### src/rtl/cfg_table_writer_if.sv
// cfg_table_writer_if: configuration beat stream into the loader and table RAM write port out of it
//   s_data/s_valid/s_last/s_ready : configuration stream (valid/ready handshake)
//   addra/dina/ena/wea            : RAM port-A write side
//   err/wr_count                  : malformed-message pulse and written-entry counter
interface cfg_table_writer_if #(
  parameter int ADDR_BITS = 5,
  parameter int DATA_BITS = 193,
  parameter int IN_BITS   = 32
);
  logic [IN_BITS-1:0]   s_data;
  logic                 s_valid;
  logic                 s_last;
  logic                 s_ready;
  logic [ADDR_BITS-1:0] addra;
  logic [DATA_BITS-1:0] dina;
  logic                 ena;
  logic                 wea;
  logic                 err;
  logic [15:0]          wr_count;
  modport slave (
    input  s_data, s_valid, s_last,
    output s_ready, addra, dina, ena, wea, err, wr_count
  );
  modport master (
    output s_data, s_valid, s_last,
    input  s_ready, addra, dina, ena, wea, err, wr_count
  );
endinterface

### src/rtl/cfg_table_writer.sv
// cfg_table_writer: assembles a header beat plus NBEATS data beats into one table RAM write
//   clk     : sole clock, shared with the RAM write port
//   aresetn : asynchronous active-low reset
//   b       : slave side of cfg_table_writer_if (stream in, RAM write port / err / wr_count out)
module cfg_table_writer #(
  parameter int ADDR_BITS = 5,
  parameter int DATA_BITS = 193,
  parameter int IN_BITS   = 32
) (
  input logic            clk,
  input logic            aresetn,
  cfg_table_writer_if.slave b
);
  localparam int NBEATS = (DATA_BITS + IN_BITS - 1) / IN_BITS;
  localparam int CW     = NBEATS > 1 ? $clog2(NBEATS) : 1;
  typedef enum logic [1:0] {IDLE, DATA, WRITE, DROP} state_t;
  state_t               state, nxt;
  logic [CW-1:0]        cnt, cnt_n;
  logic [ADDR_BITS-1:0] addr_q, addr_n;
  logic [DATA_BITS-1:0] asm_q, asm_n;
  logic                 err_n, hs, last_beat;
  assign hs        = b.s_valid && b.s_ready;
  assign last_beat = cnt == CW'(NBEATS - 1);
  assign b.wea     = b.ena;
  always_ff @(posedge clk or negedge aresetn)
    if (!aresetn) state <= IDLE;
    else state <= nxt;
  always_comb begin
    nxt    = state;
    cnt_n  = cnt;
    addr_n = addr_q;
    asm_n  = asm_q;
    err_n  = 1'b0;
    case (state)
      IDLE: if (hs) begin
        addr_n = b.s_data[ADDR_BITS-1:0];
        cnt_n  = '0;
        err_n  = b.s_last;
        nxt    = b.s_last ? IDLE : DATA;
      end
      DATA: if (hs) begin
        // beat cnt lands at [cnt*IN_BITS +: IN_BITS]; bits past DATA_BITS simply have no target
        for (int i = 0; i < DATA_BITS; i++)
          if (CW'(i / IN_BITS) == cnt) asm_n[i] = b.s_data[i % IN_BITS];
        cnt_n = cnt + 1'b1;
        err_n = b.s_last != last_beat;
        nxt   = last_beat ? (b.s_last ? WRITE : DROP) : (b.s_last ? IDLE : DATA);
      end
      WRITE: nxt = IDLE;
      DROP:  if (hs && b.s_last) nxt = IDLE;
      default: nxt = IDLE;
    endcase
  end
  always_ff @(posedge clk or negedge aresetn)
    if (!aresetn) begin
      cnt        <= '0;
      addr_q     <= '0;
      asm_q      <= '0;
      b.s_ready  <= 1'b0;
      b.ena      <= 1'b0;
      b.err      <= 1'b0;
      b.addra    <= '0;
      b.dina     <= '0;
      b.wr_count <= '0;
    end else begin
      cnt       <= cnt_n;
      addr_q    <= addr_n;
      asm_q     <= asm_n;
      b.err     <= err_n;
      b.s_ready <= nxt != WRITE;
      b.ena     <= nxt == WRITE;
      // addra/dina are loaded only on a write so they hold between writes
      if (nxt == WRITE) begin
        b.addra    <= addr_n;
        b.dina     <= asm_n;
        b.wr_count <= b.wr_count + 1'b1;
      end
    end
endmodule

### src/flat_wrapper.sv
// flat-port wrapper written by rule: the top's interface ports become plain ports
module cfg_table_writer_flat 
#(
  parameter int ADDR_BITS = 5,
  parameter int DATA_BITS = 193,
  parameter int IN_BITS   = 32
)
  (clk, aresetn, b_s_data, b_s_valid, b_s_last, b_s_ready, b_addra, b_dina, b_ena, b_wea, b_err, b_wr_count);
  cfg_table_writer_if #(.ADDR_BITS(ADDR_BITS), .DATA_BITS(DATA_BITS), .IN_BITS(IN_BITS)) b_i ();
  input logic clk;
  input logic aresetn;
  input wire logic [$bits(b_i.s_data)-1:0] b_s_data;
  input wire logic [$bits(b_i.s_valid)-1:0] b_s_valid;
  input wire logic [$bits(b_i.s_last)-1:0] b_s_last;
  output wire logic [$bits(b_i.s_ready)-1:0] b_s_ready;
  output wire logic [$bits(b_i.addra)-1:0] b_addra;
  output wire logic [$bits(b_i.dina)-1:0] b_dina;
  output wire logic [$bits(b_i.ena)-1:0] b_ena;
  output wire logic [$bits(b_i.wea)-1:0] b_wea;
  output wire logic [$bits(b_i.err)-1:0] b_err;
  output wire logic [$bits(b_i.wr_count)-1:0] b_wr_count;
  assign b_i.s_data = b_s_data;
  assign b_i.s_valid = b_s_valid;
  assign b_i.s_last = b_s_last;
  assign b_s_ready = b_i.s_ready;
  assign b_addra = b_i.addra;
  assign b_dina = b_i.dina;
  assign b_ena = b_i.ena;
  assign b_wea = b_i.wea;
  assign b_err = b_i.err;
  assign b_wr_count = b_i.wr_count;
  cfg_table_writer #(.ADDR_BITS(ADDR_BITS), .DATA_BITS(DATA_BITS), .IN_BITS(IN_BITS)) u_core (.clk(clk), .aresetn(aresetn), .b(b_i));
endmodule
### config.mk
export PLATFORM = sky130hd
export DESIGN_NAME = cfg_table_writer_flat
export DESIGN_NICKNAME = d
export VERILOG_FILES = /design/src/rtl/cfg_table_writer_if.sv /design/src/rtl/cfg_table_writer.sv /design/src/flat_wrapper.sv
export SDC_FILE = /design/constraint.sdc
export NUM_CORES = 1
export LEC_CHECK = 0
export ABC_AREA = 0
export ABC_CLOCK_PERIOD_IN_PS = 3400
export CAP_MARGIN = 25
export CORE_MARGIN = 2
export CORE_UTILIZATION = 40
export DETAILED_ROUTE_END_ITERATION = 8
export PLACE_DENSITY = 0.71
export SLEW_MARGIN = 20
export SYNTH_ARGS = -nofsm -noshare
export SYNTH_HDL_FRONTEND = slang
export SYNTH_SLANG_ARGS = --single-unit
### constraint.sdc
create_clock -name clk -period 3.4 [get_ports clk]
set_input_delay 0.34 -clock clk [delete_from_list [all_inputs] [get_ports clk]]
set_output_delay 0.34 -clock clk [all_outputs]
set_load 0.02 [all_outputs]
**Selected gate families**

Scale: 1.5 px per um.
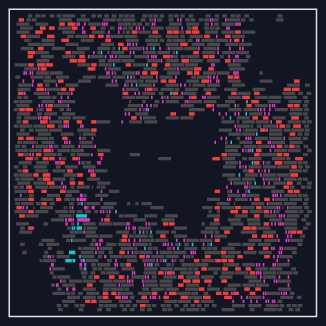
- nor cells: cyan (cells 43)
- nand cells: magenta (cells 412; where widely spread)
- mux cells: red (cells 238; where widely spread)
Comb/total area: 24.9%
most frequent logic cell in the layout: dfrtp_1
fin cells: 2064

**Pin map**

Scale: 2 px per um. Pins as bars across the die edge, other pins in gray.
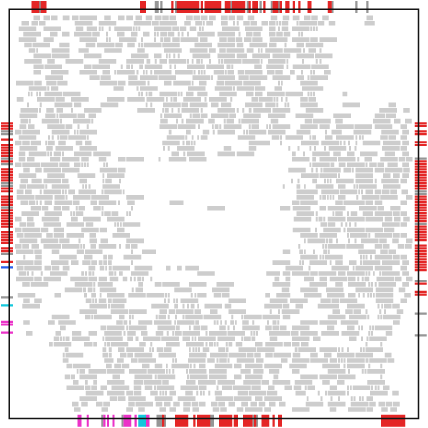
- b_wr_count: magenta (pins 16; direction output; edge 13 bottom, 3 left)
- b_s_valid: blue (pins 1; direction input; edge left)
- b_dina: red (pins 193; direction output; edge 60 top, 51 bottom, 46 right, 36 left)
- b_addra: cyan (pins 5; direction output; edge 4 bottom, 1 left)
- all pins by edge: 78 bottom, 73 top, 53 right, 50 left
# port buffers: 253
chip height: 204 um
die width: 204 um

**Track usage over the die**

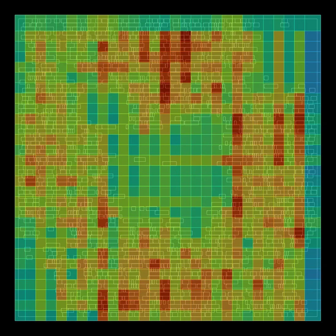
Overall Global Routing Usage: 19.0%
met2 Resource Use GR: 30.6%
met1 Track Usage GR: 25.5%
GR Util met3: 4.30%

==> CHANGELOG.md <==
### Physical design

* Status: complete, no violations
* Worst Setup Slack, final at 1.12 ns
* DRC Markers at 0
* Fin crit share at 67.1%
* Drt initial violations at 553
* Worst skew pair latency at 0.55 ns
* WP data required at 3.83 ns
* Clk sinks at 419
* Tool warnings at 31
* Io pins at 254
* Fillers at 3385
* Vias in the first global route at 10700
* Area post-placement at 19200 um^2
* Crit path max fanout at 20
* CTS tree: done
* Worst Tran Pin Value at 0.825 ns
* GR peak layer: met2
* Num CTS Buffers at 44
* Crit path from: u_core.cnt[1]
* Max frequency at 439 MHz
* Syn Nets at 1282
* CP Capture Point: u_core.b.dina[170]
* Hold WC Path Type: in2async
* Diode count at 0
* Maxcap violations at 0
* Via Count at 10100
* Worst hold slack at 0.430 ns
* Worst Path Class, Setup: reg2reg
* Chip Area at 41500 um^2
* FF-to-FF path depth at 7
* Sequential power share at 45.7%
* Yosys top cell by instances: dfrtp_1
* Total power at 15.7 mW
* Syn Area/Cell at 12.9 um^2
* Minimum clock period at 2.28 ns
* Worst slew margin at 45.0%
* Gp weighted congestion at 0.759
* Area Growth Syn to Fin at 29.7%
* Area leader share at 65.6%
* CTS H-tree lvls at 2
* Worst EP arrival at 2.71 ns
* Mapped Cells at 1240
* Cells in synth_stat.txt at 1240
* Initial antenna violation count at 0
* WL/cell at 18.7 um
* Int Pwr at 11.4 mW
* Vias/cell at 4.90
* DRT Wirelength at 38500 um
* Ys Warns at 0
* Pre-CTS setup slack at 0.813 ns
* Gr ovfl total at 0
* Cell taking the most area after synthesis: dfrtp_1
* Async S/R FF share, synth at 100%
* Switching power at 4.24 mW
* Longest Clk Path Bufs at 3
* Largest net degree at the start of global routing at 113
* Post-layout nets at 1547
* RSZ-0062 raised after global routing: no
* Share of cells above drive strength 1 at 22.2%
* CP Launch Type: flip-flop
* Critical R2R Capture: u_core.b.dina[170]
* Slew Limit Fails at 0
* ANT nets after route at 0
* Number of placement rows at 73
* Cts hold-fix bufs at 1
* Fin Clk Skew at 0.0137 ns
* Cell Type Count at 33
* Leakage power at 10.1 nW
* Seq share, synth at 65.6%
* Clk network pwr share at 32.0%
**Layout detail**

Window x 89 to 114, y 49 to 74 um. Cells in gray, sequential cells in the stronger gray; small squares are vias.
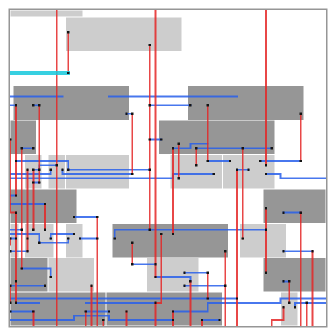
- M1: blue
- M3: cyan
- M2: red
- most frequent: dfrtp_1 (9), nand2_1 (4), mux2_2 (3)
- netlist names of flops here include: u_core.asm_q (5), u_core.b.dina (4)
- cells with their middle in the window: 22
- sequential cells in the window: 9

**Register map, names as in the netlist**

Scale: 1.5 px per um. Other sequential cells in the stronger gray, the rest of the logic in the fainter gray.
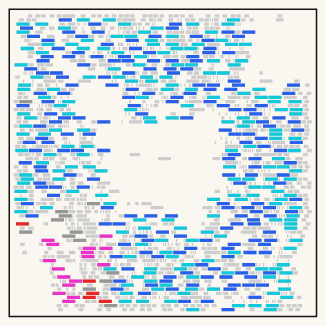
- u_core.b.dina: cyan (sequential cells 193; where widely spread)
- u_core.b.addra: red (sequential cells 5; where lower left)
- u_core.b.wr_count: magenta (sequential cells 16; where lower left)
- u_core.asm_q: blue (sequential cells 192; where widely spread)
- not colored: 13
register area: 10500 um^2
Seq area share: 50.6%
sequential power: 7.16 mW

[registers in the layout, summed over array words and instances, names as in the netlist, 2 cells and up]
register	count
u_core.b.dina	193
u_core.asm_q	192
u_core.b.wr_count	16
u_core.addr_q	5
u_core.b.addra	5
u_core.cnt	3
u_core.state	2
[worst max-delay path, cell delays in order (launching register included)]
cell	delay [ns]
dfrtp_1	0.37
inv_1	0.08
ha_1	0.17
and4_1	0.20
nand2_2	0.40
buf_12	0.27
mux2_2	0.38
mux2_2	0.27
[area by class of cell]
class / count / area, um^2 / area share, %
clock buffer: 67 / 1310 / 6.32
clock inverter: 13 / 218 / 1.05
inverter: 4 / 17.5 / 0.0845
multi-input combinational: 758 / 5170 / 24.9
sequential: 419 / 10500 / 50.6
tap: 525 / 657 / 3.17
timing repair buffer: 278 / 2870 / 13.8
[power by group through the flow]
stage	Sequential (mW)	Clock, mW	Combinational [mW]
2_1_floorplan	7.52	0	1.68
3_3_place_gp	7.18	0	3.42
3_5_place_dp	7.24	0	3.53
4_1_cts	7.16	5.15	3.55
5_1_grt	7.33	5.38	3.81
6_report	7.16	5.01	3.51
[cell usage in the layout (no fill, tap or decap), types with 6 or more instances in the layout]
master           instances
clkinv_2                 6
nor2_1                  36
bufinv_16                6
clkdlybuf4s50_1        252
nand2_1                394
dfrtp_1                419
xnor2_1                 11
mux2_4                  47
clkbuf_16               45
buf_12                  11
a31oi_1                 30
mux2_2                 189
buf_4                   13
clkbuf_1                12
clkbuf_8                10
ha_1                     6
[how the worst min path moves through the flow]
stage / cells past startpoint / end / startpoint
final: 2 / u_core.asm_q[47] / aresetn
after floorplan: 0 / u_core.addr_q[0] / aresetn
after global placement: 2 / u_core.b.dina[29] / u_core.asm_q[29]
after global routing: 2 / u_core.b.dina[62] / u_core.asm_q[62]
after detailed placement: 1 / u_core.asm_q[47] / aresetn
after CTS: 2 / u_core.asm_q[47] / aresetn
[cell families (layout without fill, tap and decap cells)]
kind of cell	after synthesis	after routing	synth area share (%)
compound gates	35	35	1.37
fa+ha+maj	6	6	0.470
flops	419	419	65.6
mux	238	238	17.9
buf+inv	63	362	2.11
xor+xnor	16	16	0.877
simple gates	463	463	11.6
[routing by layer]
layer / up-vias / routed length, um
met5: - / 0
met4: 0 / 1010
met3: 59 / 2120
met2: 215 / 18500
met1: 5202 / 16900
li1: 4645 / -
No activity file was given, so power comes from the tool's default toggle rates.
